**src/rtl/ro_puf_eval_ctrl.sv**
```systemverilog
// Ring-oscillator PUF evaluation sequencer: walks every oscillator pair through
// settle / clear / count / hold / compare and assembles one response bit per pair.
module ro_puf_eval_ctrl #(
  parameter  int NUM_PAIRS  = 4,
  parameter  int CNT_SIZE   = 32,
  parameter  int WINDOW     = 16,
  parameter  int SETTLE_CYC = 2,
  parameter  int HOLD_CYC   = 2,
  localparam int SEL_W      = (NUM_PAIRS > 2) ? $clog2(NUM_PAIRS) : 1
) (
  input  logic                 clk,
  input  logic                 rst,
  input  logic                 start,
  input  logic                 abort,
  input  logic [CNT_SIZE-1:0]  count1,
  input  logic [CNT_SIZE-1:0]  count2,
  output logic [SEL_W-1:0]     pair_sel,
  output logic                 counter_clear,
  output logic                 counter_enable,
  output logic                 busy,
  output logic                 done,
  output logic [NUM_PAIRS-1:0] response,
  output logic                 tie_flag
);

  localparam int MAXC = (WINDOW > SETTLE_CYC) ? ((WINDOW > HOLD_CYC) ? WINDOW : HOLD_CYC)
                                              : ((SETTLE_CYC > HOLD_CYC) ? SETTLE_CYC : HOLD_CYC);
  localparam int CW   = $clog2(MAXC + 1);

  typedef enum logic [2:0] {
    ST_IDLE    = 3'd0,
    ST_SETTLE  = 3'd1,
    ST_CLEAR   = 3'd2,
    ST_COUNT   = 3'd3,
    ST_HOLD    = 3'd4,
    ST_COMPARE = 3'd5,
    ST_DONE    = 3'd6
  } state_t;

  state_t        state_r;
  state_t        state_nxt_s;
  logic [CW-1:0] cnt_r;
  logic          last_pair_s;
  logic          accept_s;
  logic          busy_nxt_s;
  logic          clear_nxt_s;
  logic          enable_nxt_s;
  logic          done_nxt_s;

  assign last_pair_s = (pair_sel == SEL_W'(NUM_PAIRS - 1));
  assign accept_s    = (state_r == ST_IDLE) && start && !abort;

  // State register and in-state cycle counter (restarts on every state change)
  always_ff @(posedge clk or posedge rst) begin
    if (rst) begin
      state_r <= ST_IDLE;
      cnt_r   <= {CW{1'b0}};
    end else begin
      state_r <= state_nxt_s;
      if (state_nxt_s != state_r) begin
        cnt_r <= {CW{1'b0}};
      end else begin
        cnt_r <= cnt_r + CW'(1);
      end
    end
  end

  // Next-state logic; abort overrides everything and is harmless in IDLE
  always_comb begin
    state_nxt_s = state_r;
    if (abort) begin
      state_nxt_s = ST_IDLE;
    end else begin
      case (state_r)
        ST_IDLE:    if (start) state_nxt_s = ST_SETTLE; else state_nxt_s = ST_IDLE;
        ST_SETTLE:  if (cnt_r == CW'(SETTLE_CYC - 1)) state_nxt_s = ST_CLEAR; else state_nxt_s = ST_SETTLE;
        ST_CLEAR:   state_nxt_s = ST_COUNT;
        ST_COUNT:   if (cnt_r == CW'(WINDOW - 1)) state_nxt_s = ST_HOLD; else state_nxt_s = ST_COUNT;
        ST_HOLD:    if (cnt_r == CW'(HOLD_CYC - 1)) state_nxt_s = ST_COMPARE; else state_nxt_s = ST_HOLD;
        ST_COMPARE: if (last_pair_s) state_nxt_s = ST_DONE; else state_nxt_s = ST_SETTLE;
        ST_DONE:    state_nxt_s = ST_IDLE;
        default:    state_nxt_s = ST_IDLE;
      endcase
    end
  end

  // Moore output decode from the next state so the registered outputs line up with the state
  always_comb begin
    busy_nxt_s   = 1'b0;
    clear_nxt_s  = 1'b0;
    enable_nxt_s = 1'b0;
    done_nxt_s   = 1'b0;
    case (state_nxt_s)
      ST_IDLE:  busy_nxt_s = 1'b0;
      ST_CLEAR: begin busy_nxt_s = 1'b1; clear_nxt_s  = 1'b1; end
      ST_COUNT: begin busy_nxt_s = 1'b1; enable_nxt_s = 1'b1; end
      ST_DONE:  begin busy_nxt_s = 1'b1; done_nxt_s   = 1'b1; end
      default:  busy_nxt_s = 1'b1;
    endcase
  end

  // Output registers plus pair index and response accumulation
  always_ff @(posedge clk or posedge rst) begin
    if (rst) begin
      busy           <= 1'b0;
      counter_clear  <= 1'b0;
      counter_enable <= 1'b0;
      done           <= 1'b0;
      pair_sel       <= {SEL_W{1'b0}};
      response       <= {NUM_PAIRS{1'b0}};
      tie_flag       <= 1'b0;
    end else begin
      busy           <= busy_nxt_s;
      counter_clear  <= clear_nxt_s;
      counter_enable <= enable_nxt_s;
      done           <= done_nxt_s;
      if ((abort && (state_r != ST_IDLE)) || accept_s) begin
        pair_sel <= {SEL_W{1'b0}};
        response <= {NUM_PAIRS{1'b0}};
        tie_flag <= 1'b0;
      end else if (state_r == ST_COMPARE) begin
        // ties resolve to 0 but are remembered for the consumer
        response[pair_sel] <= (count1 > count2);
        tie_flag           <= tie_flag | (count1 == count2);
        if (!last_pair_s) begin
          pair_sel <= pair_sel + SEL_W'(1);
        end
      end
    end
  end

endmodule

```
**config.mk**
```make
export PLATFORM = sky130hd
export DESIGN_NAME = ro_puf_eval_ctrl
export DESIGN_NICKNAME = d
export VERILOG_FILES = /design/src/rtl/ro_puf_eval_ctrl.sv
export SDC_FILE = /design/constraint.sdc
export NUM_CORES = 1
export LEC_CHECK = 0
export ABC_AREA = 1
export CAP_MARGIN = 0
export CORE_MARGIN = 4
export CORE_UTILIZATION = 31
export DETAILED_ROUTE_END_ITERATION = 10
export GPL_ROUTABILITY_DRIVEN = 0
export REMOVE_ABC_BUFFERS = 1
export SETUP_SLACK_MARGIN = 0.05
export SLEW_MARGIN = 20
export SYNTH_ARGS = -nofsm -noshare
export SYNTH_HDL_FRONTEND = slang
export SYNTH_SLANG_ARGS = --single-unit
export TNS_END_PERCENT = 50
```
**constraint.sdc**
```tcl
create_clock -name clk -period 3.5 [get_ports clk]
set_input_delay 0.7 -clock clk [delete_from_list [all_inputs] [get_ports clk]]
set_output_delay 0.7 -clock clk [all_outputs]
set_load 0.02 [all_outputs]
```
**Run 1: signal wires by layer**

Drawn at 3 px/um.
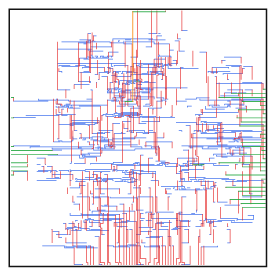
Orange marks metal 4, wire length 29.9 um. Blue marks metal 1, wire length 2210 um. Red marks metal 2, wire length 2030 um. Green marks metal 3, wire length 264 um.

**Run 1: register map, names as in the netlist**

Drawn at 3 px/um. Other sequential cells in the stronger grey, the rest of the logic in the fainter grey.
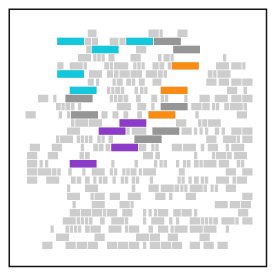
Cyan marks `cnt_r`, flops 5. Purple marks `response`, flops 4, where middle. Orange marks `state_r`, flops 3.
flop share of the area: 17.2%
FF/Latch Area: 475 um^2

**Run 1: routed clock nets over the placement**

Drawn at 4 px/um.
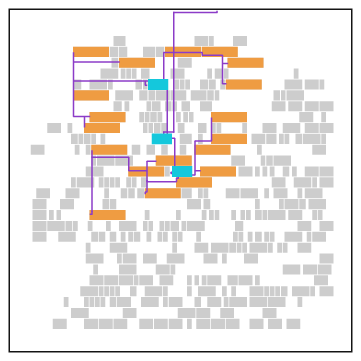
Cyan marks clock drivers, count 3. Purple marks clock wires, length 250 um. Orange marks flip-flops, count 19.
There are 4 routed clock nets.
clock group share of total power: 18.6%
insertion delay at the late pin of the worst-skew pair: 250 ps
P_clk: 0.000149 W
clock skew: 2.47 ps

**Run 1: M3 wires**

Drawn at 3 px/um.
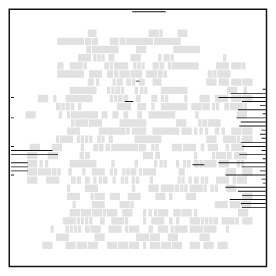
The layer carries 264 um of wire. The layer holds 5.8% of the routed length. The longest straight run is 15.4 um. The wires run mostly horizontal.

==> impl_metrics.yaml, run 1 <==
# implementation run metrics
run_status:
  status: "finished clean"
routing:
  dr.pass1.iters: 4
  vias: 1789
  vias_per_cell: 4.35
  drt.antenna.violating_nets: 0
cts:
  cts_resized: 0
  clock_sinks: 19
  path_clk_slew_ps: 70
worst_setup_path:
  crit_chain: "clkdlybuf4s50_1, inv_1, ha_1, a21o_1, nor2_1, nand2_1, nand2_1, nand2_1, nand2_1, nand2_1, nand2_1, a21oi_1"
  critical-path-slowest-cell: "clkdlybuf4s50_1"
  path_delay_family: "simple AND/OR/NAND/NOR gates"
  path_class: "input pin to flop"
placed_design:
  portBuffers: 78
synthesis:
  yosysChipArea_um2: 1850
  largest_area_cell: "ha_1"
  postSynthSeqShare_pct: 25.7
floorplanning:
  dieWidth_um: 85.3
job:
  max_cap_viol_count: 0
power:
  p_leak_nw: 1.46
sta:
  fin_ws_ps: 1370
run 1: worst register-to-register path, stage by stage (launching register included):
cell and delay (ps):
dfrtp_1 420, ha_1 240, nand2_1 70, nor2_1 40, ha_1 180, nand3_1 80
nand3_1 100, nand2_2 110, xor2_1 250, nor2_4 70, nand2_4 110, nor2_2 40
run 1: metrics by stage:
stage               power [W]  instances  area (um^2)
floorplan            0.000512        257         1850
global placement     0.000657        407         2720
detailed placement   0.000661        407         2720
CTS                  0.000815        411         2770
global route         0.000870        411         2770
finish               0.000802        411         2770
run 1: placed cells by master (no fill, tap or decap):
| cell type | n |
|---|---|
| inv_2 | 2 |
| o21ai_1 | 3 |
| o21ai_0 | 2 |
| nand3_1 | 15 |
| clkbuf_1 | 1 |
| clkbuf_8 | 3 |
| nor2_1 | 22 |
| o21a_1 | 2 |
| dfrtp_1 | 19 |
| xor2_1 | 2 |
| nand4_1 | 6 |
| nor3_2 | 1 |
| xnor2_1 | 1 |
| a21o_1 | 1 |
| nand2_4 | 1 |
| o21ai_2 | 1 |
| clkdlybuf4s50_1 | 78 |
| nand2_2 | 3 |
| inv_1 | 56 |
| nor2_2 | 7 |
| nor3_1 | 1 |
| ha_1 | 39 |
| nand2_1 | 55 |
| nor2_4 | 1 |
| a21oi_1 | 17 |
run 1: report_power, final:
part           leakage, nW  internal [W]  switching [W]
registers            0.259      0.000252      0.0000311
clock network       0.0228     0.0000808      0.0000684
logic                 1.18      0.000182       0.000187
run 1: worst paths after layout:
check / slack [ps] / end / cells after the start
min reg2reg: 490 / cnt_r[0] / 1
max: 1370 / response[1] / 12
max reg2reg: 1690 / cnt_r[0] / 11
min in group asynchronous: 870 / state_r[1] / 2
max in group asynchronous: 2180 / done / 2
min: 490 / cnt_r[0] / 1
run 1: cell type report:
class	count	area, um^2	area share [%]
multi-input cells	180	1160	41.8
repair buffers	78	781	28.2
flip-flops and latches	19	475	17.2
inverters	58	218	7.87
well taps	72	90.1	3.26
clock buffers	4	45.0	1.63
run 1: sequential cells by signal, summed over array words and instances (netlist names):
signal	cells
busy	1
cnt_r	5
state_r	3
tie_flag	1
done	1
counter_clear	1
counter_enable	1
response	4
pair_sel	2
run 1: metal layers:
layer,up-vias,part of all wire [%],routed length [um],global-route usage (%)
met5,-,0,0,0
met4,0,0.64,29,3.02
met3,2,5.8,264,1.65
met2,45,45,2030,21.2
met1,773,49,2210,16.9
li1,969,-,-,-
run 1: kinds of logic after synthesis:
family,count (synthesis)
xor+xnor,3
flops,19
simple gates,112
compound gates,26
buf+inv,58
fa+ha+maj,39
--- run 2 (diff from run 1) ---
clock period = 1.8 ns   (was 3.5 ns; I/O delays follow)
**Run 2: register map, names as in the netlist**

Drawn at 3 px/um. Other sequential cells in the stronger grey, the rest of the logic in the fainter grey.
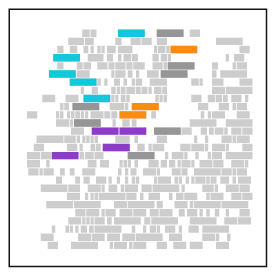
Orange marks `state_r`, flops 3. Cyan marks `cnt_r`, flops 5. Purple marks `response`, flops 4, where middle.

==> impl_metrics.yaml, run 2 <==
# implementation run metrics
routing:
  vias_per_cell: 4.58
  dr.pass1.iters: 4
  drt.antenna.violating_nets: 0
cells_and_area:
  largest_reg_flops: 5
  largestRegisters: "cnt_r (5), response (4), state_r (3)"
  lay_top_count: "clkdlybuf4s50_1"
  mostFrequentLayoutCells: "clkdlybuf4s50_1, nand2_1, inv_1"
  diodes: 0
  regMostFlops: "cnt_r"
power:
  p_leak_nw: 1.83
worst_setup_path:
  endpoint: "response[0]"
  path_class: "input pin to flop"
  rr_worst_depth: 12
  timing.rr.end: "cnt_r[2]"
  r2r_slack_ps: 100
floorplanning:
  dieWidth_um: 85.3
sta:
  clock_skew_ps: 1.60
  post-route-period-util_pct: 95.4
  fin_ws_ps: 82.9
run_status:
  status: "finished clean"
cts:
  clock_sinks: 19
  clock_latency_ps: 250
  path_clk_slew_ps: 70
placed_design:
  pre_cts_ws_ps: -287
  portBuffers: 78
synthesis:
  largest_area_cell: "ha_1"
  postSynthSeqShare_pct: 25.7
  yosysChipArea_um2: 1850
grt:
  antenna_found_initial: 0
**Run 2: M3 wires**

Drawn at 3 px/um.
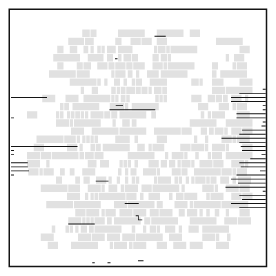
The longest straight run is 21.8 um. 45 nets have wire on it. The layer carries 308 um of wire. The wires run mostly horizontal.
vias: 1920
routing usage on met3: 2.52%

==> run 2: cell counts after synthesis <==
No cell type changed its count.
==> run 2: worst max-delay path, cell delays in order <==
cell	delay, ps
clkdlybuf4s50_1	410
ha_1	280
nand2_1	80
nor2_4	120
nand4_1	140
nor2_4	120
nand2_1	70
nand2_2	100
nand2_4	80
a21oi_2	140
==> run 2: what timing repair did <==
action,CTS,global route
gates resized,11,116
cloned,0,0
hold endpoints to repair,0,0
setup endpoints to repair,7,12
pin swaps,3,33
setup buffers,0,3
==> run 2: logic make-up after synthesis <==
logic type	after synthesis	share of synthesized area, %
AND-OR/OR-AND	26	7.64
XOR/XNOR	3	1.42
adder cells (fa/ha/maj)	39	26.4
buffers and inverters	58	11.8
flip-flops	19	25.7
AND/OR/NAND/NOR	112	27.1
==> run 2: routing by layer <==
metal  wire [um]  track usage, %  vias up
met5           0               0        -
met2        2640            22.0       51
met4          99            4.32        0
met3         307            2.52       10
met1        2330            17.2      871
li1            -               -      988
==> run 2: worst min path at each step <==
stage / end / slack [ps] / cells after the start
after floorplan: busy / 310 / 1
after global placement: tie_flag / 480 / 1
after detailed placement: tie_flag / 490 / 1
after CTS: state_r[2] / 440 / 3
after global routing: state_r[1] / 490 / 3
final: busy / 430 / 3
==> run 2: cell type report <==
class | instances | area (um^2) | share of cell area [%]
clock buffer | 4 | 45.0 | 1.34
inverter | 58 | 218 | 6.47
multi-input combinational | 180 | 1610 | 47.9
sequential | 19 | 475 | 14.1
tap | 72 | 90.1 | 2.68
timing repair buffer | 86 | 926 | 27.5
==> run 2: metrics by stage <==
stage,std cells,instance area (um^2),total power (W)
after CTS,416,2850,0.00165
after global routing,419,3370,0.00194
after floorplan,257,1850,0.000996
final,419,3370,0.00180
after global placement,412,2760,0.00131
after detailed placement,412,2760,0.00133
==> run 2: where the power goes <==
group | total, W | leakage (nW) | switching, W | internal (W)
logic | 0.000957 | 1.55 | 0.000481 | 0.000477
clock network | 0.000296 | 0.0228 | 0.000139 | 0.000157
registers | 0.000548 | 0.259 | 0.0000572 | 0.000490
--- run 3 (diff from run 2) ---
SETUP_SLACK_MARGIN = unset   (was 0.05)
**Run 3: routing congestion**

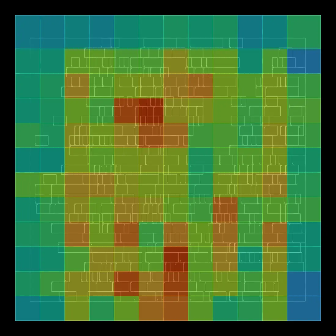
GRT Total Usage: 13.2%
GR Layer Usage met2: 21.8%
met1 usage: 17.1%

==> impl_metrics.yaml, run 3 <==
# implementation run metrics
cells_and_area:
  final_area_um2: 3340
  mostFrequentLayoutCells: "clkdlybuf4s50_1, nand2_1, inv_1"
  lay_top_count: "clkdlybuf4s50_1"
  largest_reg_flops: 5
  final_cells: 419
  regMostFlops: "cnt_r"
  largestRegisters: "cnt_r (5), response (4), state_r (3)"
worst_setup_path:
  r2r_slack_ps: 100
  cp_slowest_stage_delay_ps: 450
  crit_chain: "clkdlybuf4s50_1, inv_1, ha_1, nand2_1, nor2_1, nand2_2, nor2_2, nand2_1, nand2_2, nand2_4, a21oi_2"
  rr_worst_depth: 12
  timing.rr.end: "cnt_r[2]"
  path_class: "input pin to flop"
synthesis:
  postSynthSeqShare_pct: 25.7
  yosysChipArea_um2: 1850
placed_design:
  portBuffers: 78
  placed_cell_area_um2: 2760
grt:
  antenna_found_initial: 0
sta:
  post-route-period-util_pct: 95.3
  clock_skew_ps: 2.20
cts:
  clock_sinks: 19
  clock_latency_ps: 250
floorplanning:
  dieWidth_um: 85.3
power:
  p_leak_nw: 1.75
run_status:
  status: "finished clean"
routing:
  vias_per_cell: 4.54
  vias: 1902
**Run 3: routed clock nets over the placement**

Drawn at 4 px/um.
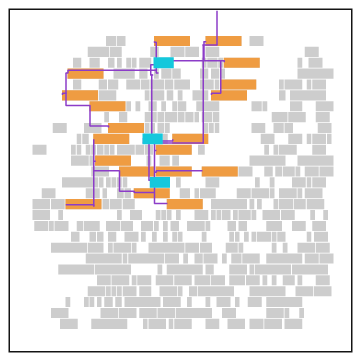
Orange marks flip-flops, count 19. Purple marks clock wires, length 261 um. Cyan marks clock drivers, count 3.
There are 4 routed clock nets.

==> run 3: final cells by class <==
cell class                      count  area, um^2
Multi-Input combinational cell    180        1610
Timing Repair Buffer               86         906
Inverter                           58         218
Tap cell                           72        90.1
Clock buffer                        4        45.0
Fill cell                         500        2300
Sequential cell                    19         475
==> run 3: worst max-delay path by stage <==
stage                             end  depth (start not counted)
after floorplan              cnt_r[2]                         11
after global placement    response[1]                         12
after detailed placement  response[2]                         11
after CTS                 response[0]                         11
after global routing         cnt_r[2]                         12
final                     response[0]                         11
==> run 3: worst max-delay path, delay by kind of cell <==
kind	cells	cell delay, ps
adder cells (fa/ha/maj)	1	290
buffers and inverters	2	490
AND/OR/NAND/NOR	7	620
AND-OR/OR-AND	1	140
==> run 3: timing repair <==
item / CTS / global route
resized: 2 / 116
hold buffers: 0 / 0
endpoints found under the setup margin: 3 / 10
setup buffers: 0 / 3
gates cloned: 0 / 0
pin swaps: 0 / 36
==> run 3: cells by family (layout without fill, tap and decap cells) <==
group,after synthesis,after routing,synth area share (%)
adder cells (fa/ha/maj),39,39,26.4
flip-flops,19,19,25.7
AND-OR/OR-AND,26,26,7.64
buffers and inverters,58,148,11.8
AND/OR/NAND/NOR,112,112,27.1
XOR/XNOR,3,3,1.42
==> run 3: through the flow <==
| stage | utilization (%) | worst slack, ps | hold slack (ps) |
|---|---|---|---|
| after floorplan | - | 130 | 311 |
| after global placement | 48.9 | -254 | 476 |
| after detailed placement | 48.9 | -287 | 492 |
| after CTS | 49.8 | 21.7 | 444 |
| after global routing | 59.2 | -37.4 | 487 |
| final | 59.2 | 84.9 | 428 |
==> run 3: report_power, final <==
group,internal (W),switching (W)
clock,0.000157,0.000138
combinational,0.000483,0.000483
sequential,0.000490,0.0000567
total,0.00113,0.000677
==> run 3: per-layer routing <==
metal / track usage [%] / share of wire (%)
met1: 17.1 / 44
met2: 21.8 / 49
met3: 2.52 / 5.5
met4: 4.32 / 1.5
met5: 0 / 0
No activity file was given, so power comes from the tool's default toggle rates.
